Design ehgu_fifo_wr_ctrl_flat, sky130hd; sources not shown.
Run 1, drive-strength map:
(4 px per um)
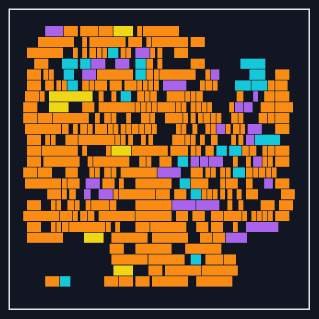
[drive 1 or less] orange | cells: 279
[drive 3 to 4] cyan | cells: 21
[drive 2] purple | cells: 26
[drive 6 and up] yellow | cells: 6
Worst Slack Setup Final: 0.176 ns
relative area change from synthesis to final layout: 28.1%

Run 1, register map, names as in the netlist:
(4 px per um) Other sequential cells in the stronger grey, the rest of the logic in the fainter grey.
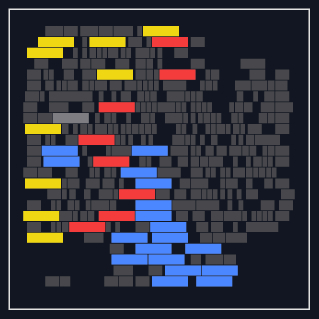
[`u_core.r_rptr_sync`] blue | placed flops: 18
[`u_core.o_wptr_gray`] yellow | placed flops: 9
[`u_core.r_wptr_bin`] red | placed flops: 8
not coloured: 1
flip-flop and latch share of the layout cell area: 30.5%
total area of sequential cells: 901 um2
Flop+latch power: 0.429 mW
final core utilization: 66.6%

Run 1, cell outlines without signal wires:
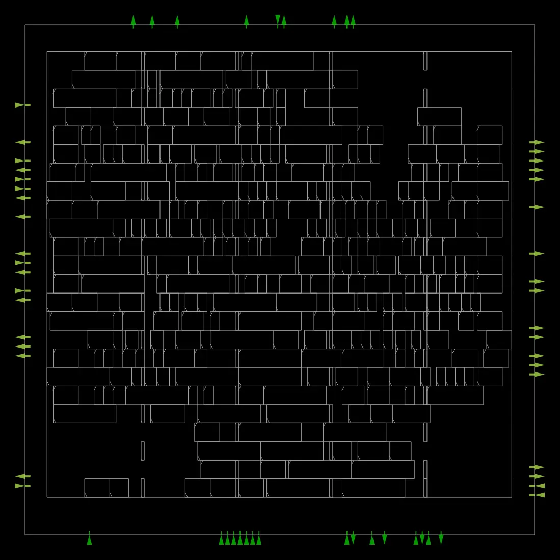
core region area: 0.00444 mm2
count of filler cells inserted in the layout: 370
count of standard-cell rows: 24
number of cells in the finished layout apart from fillers: 384

==> Slide: Implementation Results, run 1 <==
Implementation Results

Clock network
  • Clk pin slew, worst setup/hold paths: 0.07 ns

Placed design
  • Pre-CTS worst setup slack: 0.185 ns
  • I/O Buffers: 44
  • Placed cell count: 369
  • Total half-perimeter wirelength after legalization and detailed placement: 3470 um

Yosys
  • Ys flops: 36
  • Warning count from the yosys run: 0
  • Cells in synth_stat.txt: 281
  • Post-synthesis sequential area ratio: 39.0%
  • Cell with the most instances after synthesis: sky130_fd_sc_hd__nand2_1
  • Flip-flops with a built-in enable: 0
  • Share of the synthesized area in the top cell type: 39.0%
  • Top logic cell family in the synthesized netlist: simple AND/OR/NAND/NOR gates

Power
  • Total Power Consumption: 1.64 mW
  • Fraction of power consumed by sequential logic: 26.2%
  • Power group with the highest consumption: combinational cells
  • Clk pwr share: 17.4%
  • Combinational fraction of design power: 56.3%
  • Power per unit of standard cell area: 553 mW/mm2

Status
  • Run status: finished, final reports clean

Final timing
  • Slew at the pin closest to its max-slew limit: 0.603 ns
  • Clock tree skew after final layout: 0.00468 ns

Floorplanning
  • I/O pin count: 61
  • Horizontal die dimension: 74.6 um
  • Die area: 0.00557 mm2

Worst setup path
  • R2R setup slack: 1.24 ns
  • Crit path cell chain: xnor2_2 > xor2_2 > xnor2_2 > xor2_1 > ha_2 > fa_2 > inv_1 > nand2_1 > nand2_2 > nand3_2 > nand3_1 > nand2_4 > nor2_4 > nand3_4 > buf_4 > and2_1 > clkdlybuf4s15_1
  • Depth of the worst register-to-register path: 18
  • Type of the setup path with the least slack: register to primary output
  • Crit path buf inv count: 3
  • Crit Path Max Fanout: 6
  • Slowest stage cell, crit path: sky130_fd_sc_hd__dfrtp_1
  • Max stage delay on crit path: 0.41 ns

Layout
  • Number of flip-flops in the largest register: 18

Drt
  • Post-route antenna net violation count: 0
  • Final wirelength: 4690 um

Run
  • Stage-log warning count: 26
==> run 1: cells by family (layout without fill, tap and decap cells) <==
kind of cell / Yosys count / after routing
DFF: 36 / 36
adders and majority gates: 10 / 10
AOI/OAI and AO/OA: 5 / 5
buffers and inverters: 58 / 109
and+or+nand+nor: 144 / 144
xor gates and xnor gates: 28 / 28
==> run 1: metal layers <==
metal	global-route usage (%)	wire length [um]	vias up
li1	-	-	953
met1	23.4	2010	882
met2	32.1	2350	47
met3	2.94	218	12
met4	8.70	108	0
met5	0	0	-
==> run 1: final cells by class <==
type,count,area [um2]
timing repair buffer,56,534
clock buffer,5,68.8
tap,52,65.1
fill,370,1490
multi-input combinational,187,1180
clock inverter,3,42.5
inverter,45,169
sequential,36,901
==> inputs of run 2 (changes only) <==
Settings changed: CTS_CLUSTER_SIZE set to 14.
Run 2, drive-strength map:
(4 px per um)
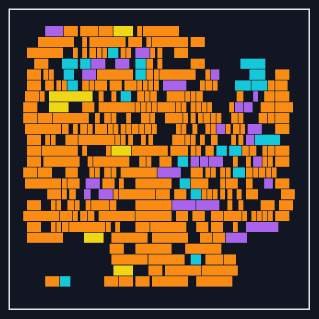
[drive 3 to 4] cyan | cells: 21
[drive 1 or less] orange | cells: 279
[drive 2] purple | cells: 26
[drive 6 and up] yellow | cells: 6
Non-clk bufs: 56
Final Cell Area: 0.00296 mm2

==> run 2 against run 1 <==
Register-to-register slack about the same. Clock skew unchanged. Final area unchanged. Largest power group unchanged.
==> Slide: Implementation Results, run 2 <==
Implementation Results

Worst setup path
  • Depth of the worst register-to-register path: 18
  • Crit path cell chain: xnor2_2 > xor2_2 > xnor2_2 > xor2_1 > ha_2 > fa_2 > inv_1 > nand2_1 > nand2_2 > nand3_2 > nand3_1 > nand2_4 > nor2_4 > nand3_4 > buf_4 > and2_1 > clkdlybuf4s15_1
  • R2R setup slack: 1.24 ns
  • Slowest stage cell, crit path: sky130_fd_sc_hd__dfrtp_1
  • Max stage delay on crit path: 0.41 ns

Status
  • Run status: finished, final reports clean

Yosys
  • Flip-flops with a built-in enable: 0
  • Cell with the most instances after synthesis: sky130_fd_sc_hd__nand2_1
  • Ys flops: 36
  • Top logic cell family in the synthesized netlist: simple AND/OR/NAND/NOR gates
  • Cells in synth_stat.txt: 281
  • Warning count from the yosys run: 0

Global route
  • Global routing's busiest layer: met2
  • Global-route met1 utilization: 23.4%
  • Met2 routing resource usage after global routing: 32.1%

Floorplanning
  • Horizontal die dimension: 74.6 um
  • I/O pin count: 61
  • Core region area: 0.00444 mm2
  • Die area: 0.00557 mm2
  • Count of standard-cell rows: 24

Drt
  • Detailed-routed wire length on met3: 218 um
  • Post-route antenna net violation count: 0
  • Length of routed wiring on met1: 2010 um
  • Final wirelength: 4690 um
  • Max layer used: met4

Layout
  • Relative area change from synthesis to final layout: 28.1%
  • Number of non-clock inverters in the layout: 45
  • Flip-flop and latch share of the layout cell area: 30.5%
  • Clock buffer count in the final layout: 5
  • Proportion of final cell area spent on non-clock buffers: 18.1%
  • Multi-input combinational area share: 39.8%
  • Total area of sequential cells: 901 um2
  • Number of multi-input logic gates: 187
  • Number of flip-flops in the largest register: 18
  • Clock buffers and inverters, area share: 3.76%
  • Dominant class by area: logic gates
  • Count of filler cells inserted in the layout: 370

Placed design
  • Total half-perimeter wirelength after legalization and detailed placement: 3470 um
  • I/O Buffers: 44
  • Pre-CTS worst setup slack: 0.185 ns

Clock network
  • Clk pin slew, worst setup/hold paths: 0.07 ns

Final timing
  • Clock tree skew after final layout: 0.00468 ns
  • Slew at the pin closest to its max-slew limit: 0.603 ns

Power
  • Power per unit of standard cell area: 553 mW/mm2
Run 2, cell outlines without signal wires:
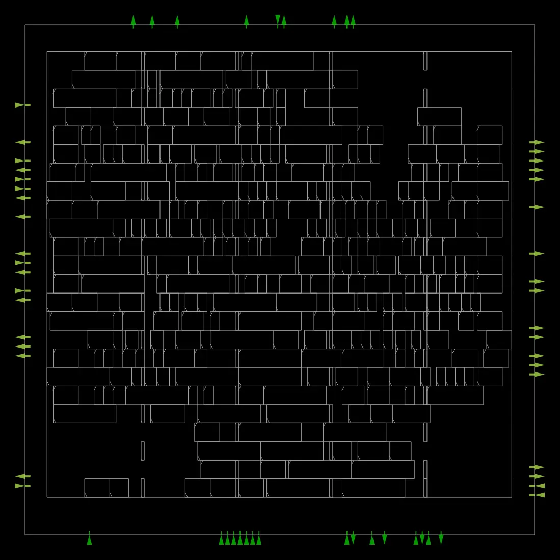
layout sequential cell count: 36
Well-Tap Cells: 52

-- run 2: cell counts in the layout (fill, tap and decap cells not counted) --
No cell type changed its count.
-- run 2: through the flow --
step	power, mW	hold slack [ns]	cells	utilization [%]	area (um2)
2_1_floorplan	0.994	0.331	281	-	2310
3_3_place_gp	1.30	0.333	369	61.9	2750
3_5_place_dp	1.32	0.335	369	61.9	2750
4_1_cts	1.62	0.351	380	65.1	2890
5_1_grt	1.77	0.365	384	66.6	2960
6_report	1.64	0.349	384	66.6	2960
-- run 2: power by group --
part	switching [mW]	total (mW)	internal, mW
clock	0.118	0.286	0.168
sequential	0.0536	0.429	0.376
combinational	0.484	0.922	0.438
-- run 2: timing repair --
item / in CTS / in global routing
resized: 4 / 9
buffers inserted: 3 / 4
pin swaps: 4 / 7
setup endpoints to repair: 4 / 3
Power figures rest on the tool's default switching activity, not on a simulated workload.
